==> config.mk <==
export PLATFORM = sky130hd
export DESIGN_NAME = mcycle_unit
export DESIGN_NICKNAME = d
export VERILOG_FILES = /design/src/rtl/mcycle_pkg.sv /design/src/rtl/mcycle_datapath.sv /design/src/rtl/mcycle_unit.sv
export SDC_FILE = /design/constraint.sdc
export NUM_CORES = 1
export LEC_CHECK = 0
export CELL_PAD_IN_SITES_DETAIL_PLACEMENT = 0
export CELL_PAD_IN_SITES_GLOBAL_PLACEMENT = 1
export CORE_AREA = 2 2 155 157
export CTS_BUF_LIST = sky130_fd_sc_hd__clkbuf_4 sky130_fd_sc_hd__clkbuf_8 sky130_fd_sc_hd__clkbuf_16
export DETAILED_ROUTE_END_ITERATION = 16
export DIE_AREA = 0 0 157 159
export MAX_ROUTING_LAYER = met4
export PLACE_DENSITY_LB_ADDON = 0.1
export SYNTH_ARGS = -nofsm -noshare
export SYNTH_HDL_FRONTEND = slang
export SYNTH_SLANG_ARGS = --single-unit
==> constraint.sdc <==
create_clock -name CLK -period 2.8 [get_ports CLK]
set_input_delay 0.56 -clock CLK [delete_from_list [all_inputs] [get_ports CLK]]
set_output_delay 0.56 -clock CLK [all_outputs]
set_load 0.01 [all_outputs]
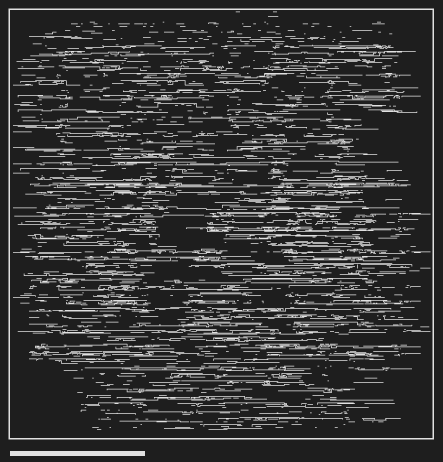
m1.png
The bar under the picture is 50 um long.
share of all routed wire: 48%
longest straight run: 49.7 um
wire length on this layer: 11500 um
main direction: horizontal
nets with wire on the layer: 1137
Total Wirelength: 23950 um
vias: 7299

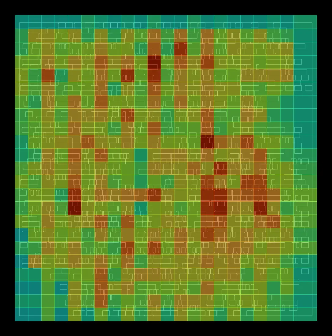
congestion_map.png
busiest metal layer after global routing: met2
met3 usage: 3.157%
Total GRT Usage: 20.54%
Avg WL per Cell: 16.34 um
final core utilization: 50.75%

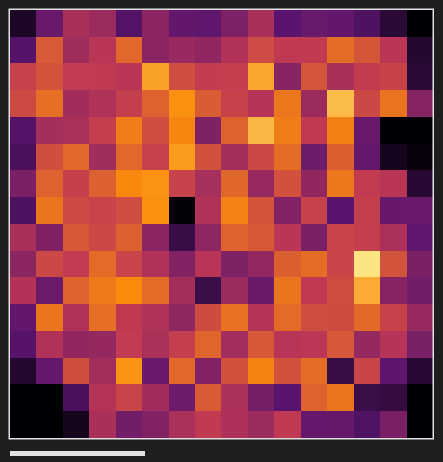
util_map.png
The bar under the picture is 50 um long. The die is cut into 16 by 16 equal tiles; black is low, pale yellow is high, 0 to 100% covered.
tiles over 75% full: 4.3%
fullest tile: 94%
mean over tiles: 46%
nearly empty tiles: 3.9%
Pre-Place Util: 37.68%
core region area: 23190 um2

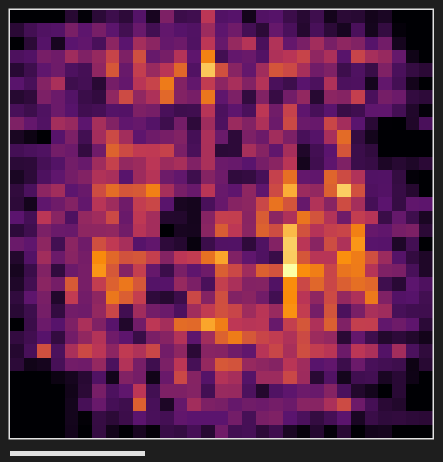
route_heat.png
The bar under the picture is 50 um long. The die is cut into 31 by 32 equal tiles; black is low, pale yellow is high, scaled to the fullest tile. Values are wire area over tile area, all layers added.
nearly empty tiles: 7.0%
fullest tile: 0.49
mean over tiles: 0.15
tiles over half the peak: 16%

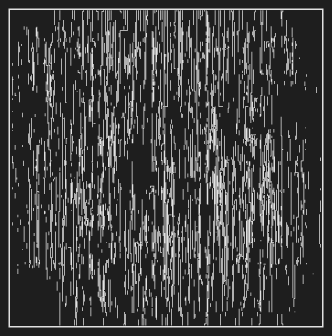
m2.png
main direction: vertical
nets with wire on the layer: 1007
grt met2 use: 32.20%

==> Slide: Implementation Results <==
Physical Implementation Snapshot

Power and ir drop
  – Combinational gate power: 0.00696 W
  – P_leak: 5.301 nW
  – Internal cell power: 0.008166 W
  – Worst vdd ir: 441.6 uV
  – Proportion of power drawn by the clock network: 17.4%
  – Power Density: 1142 nW/um2
  – NetSw: 0.005279 W
  – Reg power frac: 30.8%
  – Main power group: combinational logic
  – P_seq: 0.00414 W
  – Sw Ratio: 39.26%

Timing
  – Clock skew after layout: 0.01583 ns
  – Fin. Hold Viols: 0
  – Setup violators final: 1
  – Worst slew margin: 39.87%
  – Worst Setup Slack, final: -0.005954 ns
  – Post-layout min period: 2.806 ns
  – Setup TNS: -0.005954 ns
  – Final Max Tran Viols: 0
  – Worst-margin pin slew: 0.9020 ns
  – Final Cycle Share: 100.2%
  – RSZ-0062 raised after global routing: yes

Synth
  – Syn nets: 1056
  – Cells in synth_stat.txt: 953
  – AO/OA Area Share: 16.04%
  – Dominant combinational family: simple AND/OR/NAND/NOR gates
  – Yosys simple share: 19.99%
  – Post-Synth XOR/XNOR Area: 2.606%
  – Seq/Total Area, Yosys: 47.82%
  – Asr flop ratio synth: 100.0%
  – Mapped cell area: 8738 um2
  – Synth Area in Adders: 5.097%
  – Synthesis area per yosys: 8738 um2
  – Commonest flop: dfrtp_1
  – Number of enable flip-flop cells: 0
  – Multiplexer share of the synthesized area: 5.498%
  – Synth flops: 167
  – Syn Inst Count: 953
  – Mapped Avg Cell Area: 9.169 um2
  – Ys Warns: 0

Cells and area
  – Area of the multi-input gates: 4521 um2
  – Flip-flops: 167
  – Share of layout cells above drive strength 1: 18.13%
  – Area Growth Syn to Fin: 34.69%
  – N_diodes: 0
  – Non-clk buf share: 17.49%
  – Top class by area: combinational gates
  – Register area: 4179 um2
  – Layout clock area frac: 4.954%
  – Fin nets: 1237
  – #MultiIn Comb: 721
  – Non-clk bufs: 219
  – Commonest Layout Cell: nand2_1
  – Fraction of area in registers: 35.51%
  – Most common logic cells in the final layout: nand2_1 (253), dfrtp_1 (167), clkdlybuf4s50_1 (131), buf_4 (79), nor2_1 (63)
  – Logic share of the area: 38.41%
  – Clock buffers: 17

Run
  – Tool warnings: 30

Critical path
  – Slowest-stage cell, CP: dfrtp_1
  – Startpoint types: flip-flop
  – Setup slack, reg-to-reg: -0.006 ns
  – Crit Path Category: flip-flop to flip-flop
  – Worst path cell trace: and2_1 > ha_2 > fa_2 > a21o_1 > a221o_2 > o22ai_4 > o311ai_4 > a21oi_2 > mux2i_2 > o22ai_1
  – Crit path max fanout: 4
  – CP max stage delay: 0.42 ns
  – CP endpoint kind: flip-flop
  – Required @ worst endpoint: 3.10 ns

Clocking
  – Max clock buf depth: 2
  – TritonCTS Buffers: 17
  – H-Tree Level Count: 4
  – Clock sink total: 167
  – CTS Hold Bufs: 0
  – Postcts setup bufs: 2
  – Resized cells post-CTS: 6
  – CTS tree: built
  – Clock Pin Slew Worst Setup and Hold Paths: 0.07 ns
  – Late-Pin Clk Latency: 0.44 ns
  – Root buffer cell: clkbuf_16

GRT
  – First-pass GRT wire length: 39430 um
  – Grt met1 use: 27.55%
  – Vias in the first global route: 7404
  – Largest net degree at the start of global routing: 168

Detailed routing
  – Metal2 WL: 11430 um
  – Wire length on met3: 557 um
  – DR top layer: met4
  – DRC viols: 0
  – Met1 wire length: 11540 um
  – Vias/cell: 4.979
  – First-pass DRT Iterations: 4
  – Starting DRT DRC Count: 380
  – Remaining antenna violation count: 0

Placed design
  – Dpl hpwl: 16520 um
  – Port bufs: 132
  – Placer Congestion: 0.8708

Die
  – Die height: 159 um
  – # Taps: 319
  – Chip area: 24960 um2
  – Row cnt: 56
  – IO Count: 133

Outcome
  – Failing checks: negative setup slack
  – Outcome: finished with violations

Min path
  – Min-Delay Path Class: input pin to async pin
[cells in the mapped netlist (4+ instances only)]
cell type | count | area [um2]
mux2_2 | 40 | 450.4
o21ai_1 | 4 | 20.02
o21a_1 | 8 | 60.06
nand2_1 | 253 | 949.7
buf_1 | 9 | 33.78
nand4_1 | 15 | 93.84
a21oi_1 | 47 | 235.2
nor2_1 | 64 | 240.2
o31ai_1 | 7 | 52.55
o211ai_1 | 9 | 67.56
nand3_1 | 8 | 40.04
buf_2 | 8 | 40.04
dfrtp_1 | 167 | 4179
o21bai_1 | 9 | 67.56
nor3_1 | 10 | 50.05
xor2_1 | 15 | 131.4
a211oi_1 | 4 | 30.03
clkbuf_1 | 39 | 146.4
a21o_1 | 17 | 127.6
xnor2_1 | 11 | 96.34
o21ai_0 | 38 | 190.2
and2_1 | 35 | 219.0
or3_1 | 4 | 25.02
and3_1 | 7 | 43.79
a31oi_1 | 34 | 212.7
ha_1 | 34 | 425.4
inv_1 | 7 | 26.28
[stage by stage]
| step | hold WS, ns | instance area, um2 | cells | setup WS (ns) | power [W] |
|---|---|---|---|---|---|
| floorplan | 0.2644 | 8738 | 953 | 0.05185 | 0.007839 |
| global placement | 0.4542 | 10950 | 1430 | -0.07229 | 0.01077 |
| detailed placement | 0.4570 | 10950 | 1430 | -0.1071 | 0.01081 |
| CTS | 0.3346 | 11570 | 1464 | -0.001757 | 0.01328 |
| global route | 0.3491 | 11770 | 1466 | -0.1363 | 0.01452 |
| finish | 0.2913 | 11770 | 1466 | -0.005954 | 0.01344 |
[critical path, delay by kind of cell (launching register included)]
family	cells	cell delay (ns)
AND-OR/OR-AND	6	1.31
AND/OR/NAND/NOR	1	0.16
flip-flops	1	0.42
multiplexers	1	0.25
adder cells (fa/ha/maj)	2	0.53
No activity file was given, so power comes from the tool's default toggle rates.
